File: src/rtl/vram_port_arbiter_if.sv
// Bundle of the VGA, auxiliary and RAM port-b signals around the VRAM port arbiter.
// The slave modport is the arbiter; the master modport is the requesters plus the RAM.
interface vram_port_arbiter_if #(
  parameter int AW = 16,
  parameter int DW = 16
);
  logic          vga_req;
  logic [AW-1:0] vga_addr;
  logic          vga_gnt;
  logic          vga_rvalid;
  logic [DW-1:0] vga_rdata;

  logic          aux_req;
  logic          aux_we;
  logic [AW-1:0] aux_addr;
  logic [DW-1:0] aux_wdata;
  logic          aux_gnt;
  logic          aux_rvalid;
  logic [DW-1:0] aux_rdata;

  logic [AW-1:0] ram_address;
  logic [DW-1:0] ram_data;
  logic          ram_wren;
  logic [DW-1:0] ram_q;

  modport slave (
    input  vga_req, vga_addr,
    output vga_gnt, vga_rvalid, vga_rdata,
    input  aux_req, aux_we, aux_addr, aux_wdata,
    output aux_gnt, aux_rvalid, aux_rdata,
    output ram_address, ram_data, ram_wren,
    input  ram_q
  );

  modport master (
    output vga_req, vga_addr,
    input  vga_gnt, vga_rvalid, vga_rdata,
    output aux_req, aux_we, aux_addr, aux_wdata,
    input  aux_gnt, aux_rvalid, aux_rdata,
    input  ram_address, ram_data, ram_wren,
    output ram_q
  );
endinterface

File: src/rtl/vram_port_arbiter.sv
// Shares frame RAM port b between the VGA scan-out reader and an auxiliary master,
// returning read data to its owner through a latency-matched tag pipeline.
module vram_port_arbiter #(
  parameter int AW       = 16,
  parameter int DW       = 16,
  parameter int RD_LAT   = 2,
  parameter int MAX_WAIT = 8
) (
  input logic                clock,
  input logic                reset_n,
  vram_port_arbiter_if.slave bus
);
  localparam int WW = $clog2(MAX_WAIT + 1);
  localparam int NS = RD_LAT + 1;

  logic [WW-1:0] r_waitCnt;
  logic          w_force;
  logic          w_vgaGnt;
  logic          w_auxGnt;
  logic          w_vgaAcc;
  logic          w_auxAcc;
  logic          w_rdAcc;

  logic [NS-1:0] r_tagValid;
  logic [NS-1:0] r_tagOwner;

  logic [AW-1:0] r_ramAddress;
  logic [DW-1:0] r_ramData;
  logic          r_ramWren;
  logic          r_vgaRvalid;
  logic [DW-1:0] r_vgaRdata;
  logic          r_auxRvalid;
  logic [DW-1:0] r_auxRdata;

  // A starved aux request pre-empts VGA; otherwise VGA has priority.
  always_comb begin
    w_vgaGnt = 1'b0;
    w_auxGnt = 1'b0;
    w_force  = bus.aux_req && (r_waitCnt == WW'(MAX_WAIT));
    if (reset_n) begin
      if (w_force) begin
        w_auxGnt = 1'b1;
      end else if (bus.vga_req) begin
        w_vgaGnt = 1'b1;
      end else if (bus.aux_req) begin
        w_auxGnt = 1'b1;
      end
    end
  end

  assign w_vgaAcc = bus.vga_req & w_vgaGnt;
  assign w_auxAcc = bus.aux_req & w_auxGnt;
  assign w_rdAcc  = w_vgaAcc | (w_auxAcc & ~bus.aux_we);

  always_ff @(posedge clock or negedge reset_n) begin
    if (!reset_n) begin
      r_waitCnt <= '0;
    end else if (!bus.aux_req || w_auxAcc) begin
      r_waitCnt <= '0;
    end else if (r_waitCnt != WW'(MAX_WAIT)) begin
      r_waitCnt <= r_waitCnt + 1'b1;
    end
  end

  always_ff @(posedge clock or negedge reset_n) begin
    if (!reset_n) begin
      r_ramAddress <= '0;
      r_ramData    <= '0;
      r_ramWren    <= 1'b0;
    end else begin
      r_ramWren <= w_auxAcc & bus.aux_we;
      if (w_vgaAcc) begin
        r_ramAddress <= bus.vga_addr;
      end else if (w_auxAcc) begin
        r_ramAddress <= bus.aux_addr;
        if (bus.aux_we) begin
          r_ramData <= bus.aux_wdata;
        end
      end
    end
  end

  // Owner bit: 0 = VGA, 1 = aux. Writes and idle cycles enter as invalid slots.
  always_ff @(posedge clock or negedge reset_n) begin
    if (!reset_n) begin
      r_tagValid <= '0;
      r_tagOwner <= '0;
    end else begin
      r_tagValid <= {r_tagValid[NS-2:0], w_rdAcc};
      r_tagOwner <= {r_tagOwner[NS-2:0], w_auxAcc};
    end
  end

  always_ff @(posedge clock or negedge reset_n) begin
    if (!reset_n) begin
      r_vgaRvalid <= 1'b0;
      r_vgaRdata  <= '0;
      r_auxRvalid <= 1'b0;
      r_auxRdata  <= '0;
    end else begin
      r_vgaRvalid <= r_tagValid[NS-1] & ~r_tagOwner[NS-1];
      r_auxRvalid <= r_tagValid[NS-1] &  r_tagOwner[NS-1];
      if (r_tagValid[NS-1]) begin
        if (r_tagOwner[NS-1]) begin
          r_auxRdata <= bus.ram_q;
        end else begin
          r_vgaRdata <= bus.ram_q;
        end
      end
    end
  end

  assign bus.vga_gnt     = w_vgaGnt;
  assign bus.aux_gnt     = w_auxGnt;
  assign bus.vga_rvalid  = r_vgaRvalid;
  assign bus.vga_rdata   = r_vgaRdata;
  assign bus.aux_rvalid  = r_auxRvalid;
  assign bus.aux_rdata   = r_auxRdata;
  assign bus.ram_address = r_ramAddress;
  assign bus.ram_data    = r_ramData;
  assign bus.ram_wren    = r_ramWren;
endmodule
File: src/flat_wrapper.sv
// flat-port wrapper written by rule: the top's interface ports become plain ports
module vram_port_arbiter_flat 
#(
  parameter int AW       = 16,
  parameter int DW       = 16,
  parameter int RD_LAT   = 2,
  parameter int MAX_WAIT = 8
)
  (clock, reset_n, bus_vga_req, bus_vga_addr, bus_vga_gnt, bus_vga_rvalid, bus_vga_rdata, bus_aux_req, bus_aux_we, bus_aux_addr, bus_aux_wdata, bus_aux_gnt, bus_aux_rvalid, bus_aux_rdata, bus_ram_address, bus_ram_data, bus_ram_wren, bus_ram_q);
  vram_port_arbiter_if #(.AW(AW), .DW(DW)) bus_i ();
  input logic clock;
  input logic reset_n;
  input wire logic [$bits(bus_i.vga_req)-1:0] bus_vga_req;
  input wire logic [$bits(bus_i.vga_addr)-1:0] bus_vga_addr;
  output wire logic [$bits(bus_i.vga_gnt)-1:0] bus_vga_gnt;
  output wire logic [$bits(bus_i.vga_rvalid)-1:0] bus_vga_rvalid;
  output wire logic [$bits(bus_i.vga_rdata)-1:0] bus_vga_rdata;
  input wire logic [$bits(bus_i.aux_req)-1:0] bus_aux_req;
  input wire logic [$bits(bus_i.aux_we)-1:0] bus_aux_we;
  input wire logic [$bits(bus_i.aux_addr)-1:0] bus_aux_addr;
  input wire logic [$bits(bus_i.aux_wdata)-1:0] bus_aux_wdata;
  output wire logic [$bits(bus_i.aux_gnt)-1:0] bus_aux_gnt;
  output wire logic [$bits(bus_i.aux_rvalid)-1:0] bus_aux_rvalid;
  output wire logic [$bits(bus_i.aux_rdata)-1:0] bus_aux_rdata;
  output wire logic [$bits(bus_i.ram_address)-1:0] bus_ram_address;
  output wire logic [$bits(bus_i.ram_data)-1:0] bus_ram_data;
  output wire logic [$bits(bus_i.ram_wren)-1:0] bus_ram_wren;
  input wire logic [$bits(bus_i.ram_q)-1:0] bus_ram_q;
  assign bus_i.vga_req = bus_vga_req;
  assign bus_i.vga_addr = bus_vga_addr;
  assign bus_vga_gnt = bus_i.vga_gnt;
  assign bus_vga_rvalid = bus_i.vga_rvalid;
  assign bus_vga_rdata = bus_i.vga_rdata;
  assign bus_i.aux_req = bus_aux_req;
  assign bus_i.aux_we = bus_aux_we;
  assign bus_i.aux_addr = bus_aux_addr;
  assign bus_i.aux_wdata = bus_aux_wdata;
  assign bus_aux_gnt = bus_i.aux_gnt;
  assign bus_aux_rvalid = bus_i.aux_rvalid;
  assign bus_aux_rdata = bus_i.aux_rdata;
  assign bus_ram_address = bus_i.ram_address;
  assign bus_ram_data = bus_i.ram_data;
  assign bus_ram_wren = bus_i.ram_wren;
  assign bus_i.ram_q = bus_ram_q;
  vram_port_arbiter #(.AW(AW), .DW(DW), .RD_LAT(RD_LAT), .MAX_WAIT(MAX_WAIT)) u_core (.clock(clock), .reset_n(reset_n), .bus(bus_i));
endmodule
File: config.mk
export PLATFORM = sky130hd
export DESIGN_NAME = vram_port_arbiter_flat
export DESIGN_NICKNAME = d
export VERILOG_FILES = /design/src/rtl/vram_port_arbiter_if.sv /design/src/rtl/vram_port_arbiter.sv /design/src/flat_wrapper.sv
export SDC_FILE = /design/constraint.sdc
export NUM_CORES = 1
export LEC_CHECK = 0
export CAP_MARGIN = 20
export CORE_UTILIZATION = 41
export DETAILED_ROUTE_END_ITERATION = 12
export GPL_TIMING_DRIVEN = 0
export PLACE_DENSITY = 0.77
export SLEW_MARGIN = 15
export SYNTH_ARGS = -nofsm -noshare
export SYNTH_HDL_FRONTEND = slang
export SYNTH_SLANG_ARGS = --single-unit
File: constraint.sdc
create_clock -name clock -period 2.5 [get_ports clock]
set_input_delay 0.5 -clock clock [delete_from_list [all_inputs] [get_ports clock]]
set_output_delay 0.5 -clock clock [all_outputs]
set_load 0.02 [all_outputs]
==> images/met1.png <==
(3 px per um)
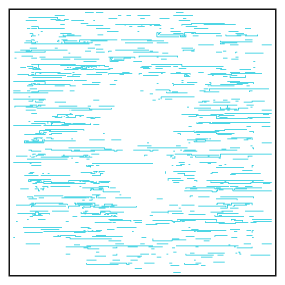
main direction: horizontal
wire length on this layer: 2890 um

==> images/zoom.png <==
Region (54, 54) to (79, 79) um. Cells in gray, sequential cells in the stronger gray; small squares are vias.
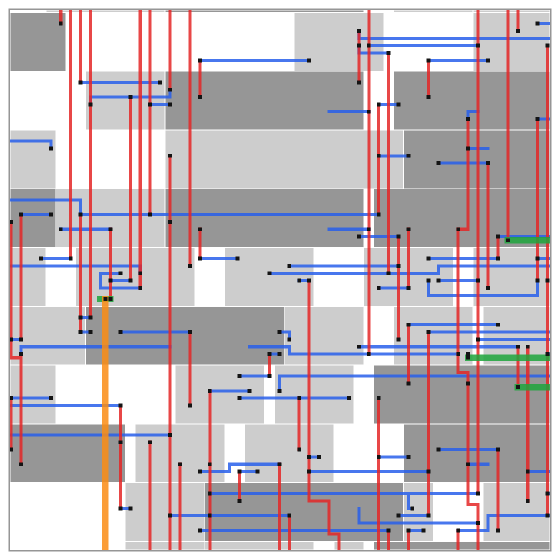
| layer | color |
|---|---|
| met2 | red |
| met4 | orange |
| met3 | green |
| met1 | blue |
netlist names of flops here include: u_core.bus.vga_rdata (5), u_core.bus.aux_rdata (4)
cells with their middle in the window: 30
most frequent: mux2_2 (10), dfrtp_1 (10), clkdlybuf4s50_1 (6)
sequential cells in the window: 10

==> images/gate_families.png <==
(3 px per um)
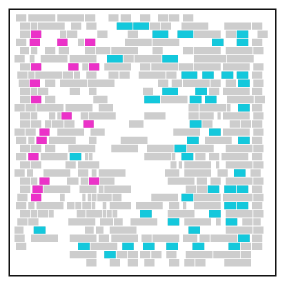
| family | color | cells | most used |
|---|---|---|---|
| AND-OR and OR-AND gates | magenta | 18 | a221o_1 |
| multiplexers | cyan | 48 | mux2_2 |
final cell count without fillers: 450
Commonest Layout Cell: clkdlybuf4s50_1
combinational share of cell area: 21.8%

==> images/registers.png <==
(6 px per um) Other sequential cells in the stronger gray, the rest of the logic in the fainter gray.
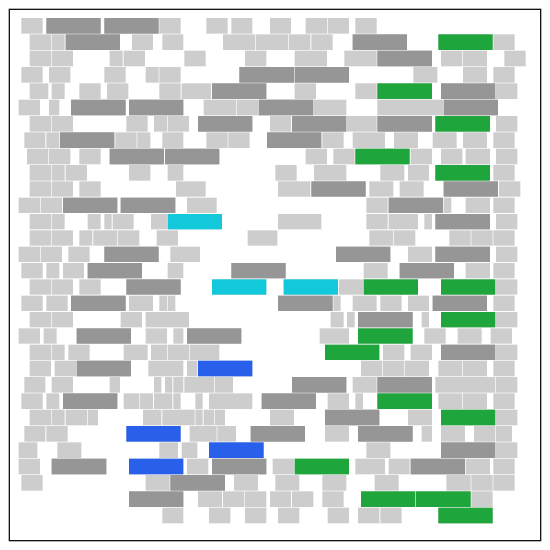
| netlist name | color | placed flops |
|---|---|---|
| u_core.r_tagValid | cyan | 3 |
| u_core.bus.aux_rdata | green | 16 |
| u_core.r_waitCnt | blue | 4 |
sequential power: 1.58 mW
fraction of area in registers: 40.3%
Final Util: 66.3%
sequential cell area: 1930 um^2

==> images/final_congestion.png <==
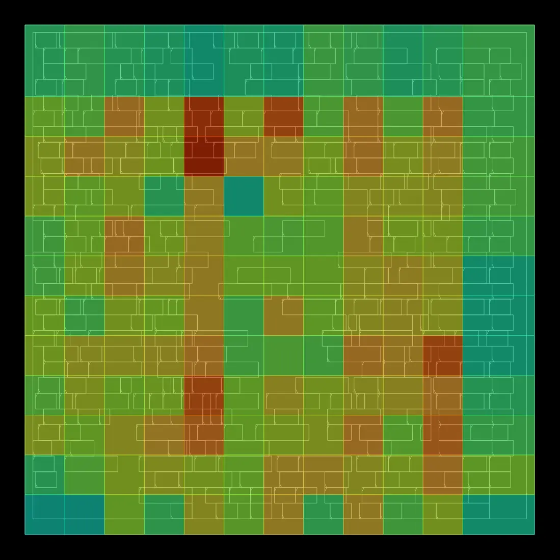
GR Layer Usage met1: 24.4%
Total GRT Usage: 19.1%

## area by class of cell
cell class	count	area [um^2]
buffer	9	71.3
clock buffer	12	155
clock inverter	3	45.0
fill	546	2430
inverter	7	26.3
multi-input combinational	104	1040
sequential	77	1930
tap	99	124
timing repair buffer	139	1390
## registers in the layout, indices dropped and copies added (netlist names)
register / cells
u_core.bus.aux_rdata: 16
u_core.bus.aux_rvalid: 1
u_core.bus.ram_address: 16
u_core.bus.ram_data: 16
u_core.bus.ram_wren: 1
u_core.bus.vga_rdata: 16
u_core.bus.vga_rvalid: 1
u_core.r_tagOwner: 3
u_core.r_tagValid: 3
u_core.r_waitCnt: 4
## where the power goes
part           internal [mW]  total [mW]  switching [mW]
Combinational          0.656        1.17           0.510
Sequential              1.47        1.58           0.111
Clock                  0.511       0.940           0.429
==> changes_impl.md <==
### Physical design

- TNS Setup: 0 ns
- Core Density at Floorplan: 42.4%
- Power per Cell Area: 769 nW/um^2
- Die area: 7800 um^2
- Highest metal used: met4
- Met3 WL post-DR: 581 um
- Critical path data required time: 2.00 ns
- Leakage: 2.06 nW
- Cts hold-fix bufs: 0
- Met3 GRT Util: 6.06%
- Min Hold Slack: 0.0786 ns
- Rows: 31
- Drt first pass iters: 4
- Largest net degree at the start of global routing: 54
- Post-route design area: 4790 um^2
- Number of port buffers: 136
- CTS clk-pin slew, worst paths: 0.08 ns
- GRT busiest layer: met2
- Tightest Pin Transition: 0.686 ns
- Slowest CP cell: dfrtp_1
- Place WS: -0.541 ns
- Post-Synthesis Cells: 197
- Initial antenna violation count: 0
- Final WL: 6830 um
- Critical path's largest stage delay: 0.40 ns
- Placed cell count: 433
- Xor+xnor area frac: 0.573%
- Setup WS post-layout: 0.158 ns
- Syn Nets: 268
- Root buffer cell: clkbuf_8
- DR vias: 2179
- Bufs on Longest Clock Path: 2
- DP HPWL: 5000 um
- Critical path peak fanout: 10
- Max-area cell share: 63.1%
- Leading area contributor after synthesis: dfrtp_1
- CP arrival: 1.84 ns
- Hold WC Path Type: input port to async pin
- Synth Area in Simple Gates: 5.45%
- Placer congestion estimate: 0.739
- Max Fclk: 0.427 GHz
- Wire length of the first global-routing pass: 11100 um
- Worst R2R Start: u_core.r_waitCnt[0]
- Post-CTS setup buffer count: 2
- YS chip area: 3060 um^2
- DRC: 0
- GR Overflow Total: 0
- Mapped Area: 3060 um^2
- Nets@finish: 418
- CTS tree: yes
- Most frequent cells in the layout: clkdlybuf4s50_1, dfrtp_1, mux2_2, and2_1, a221o_1
- CP Capture Type: output pin
- Critical-path cell list: inv_1 > ha_2 > nand3b_4 > a21oi_4 > buf_4 > dlygate4sd2_1
- Dominant comb cell: multiplexers
- Ys Warns: 0
- Hold Vio Cnt, Final: 0
- Crit share post-route: 93.7%
- Min Tclk post-route: 2.34 ns
- Tot Pwr: 3.68 mW
- Max Cap Viol: 0
- Tool warnings: 27
- Status: complete, no violations
- Fin. max-slew vios: 0
- WL met1: 2890 um
- Post-synth EDFFs: 0
- Syn Area/Cell: 15.5 um^2
- Count of cell types in the netlist: 28
- Clock latency on the worst-skew pair: 0.34 ns
- Top_reg_cell synth: dfrtp_1
- Worst R2R Setup Slack: 0.33 ns
- Post-placement cell area: 4570 um^2
- WP buf/inv: 3
- Core area: 7210 um^2
- Top cells by count, synth: dfrtp_1, mux2_2, a221o_1, and2_1, mux2_4
- Die W: 88.3 um
- N_diodes: 0
- Seq share, synth: 63.1%
- Synth Register Bits: 77
- Sink Count: 77
- Post-route ant nets: 0
- FFs w/ async S/R, synth: 100%
- Crit-path leading delay family: buffers and inverters
- Area Overhead vs Synth: 56.6%
- Type of origin of the critical path: register
Power is estimated from default activity; no workload was simulated.
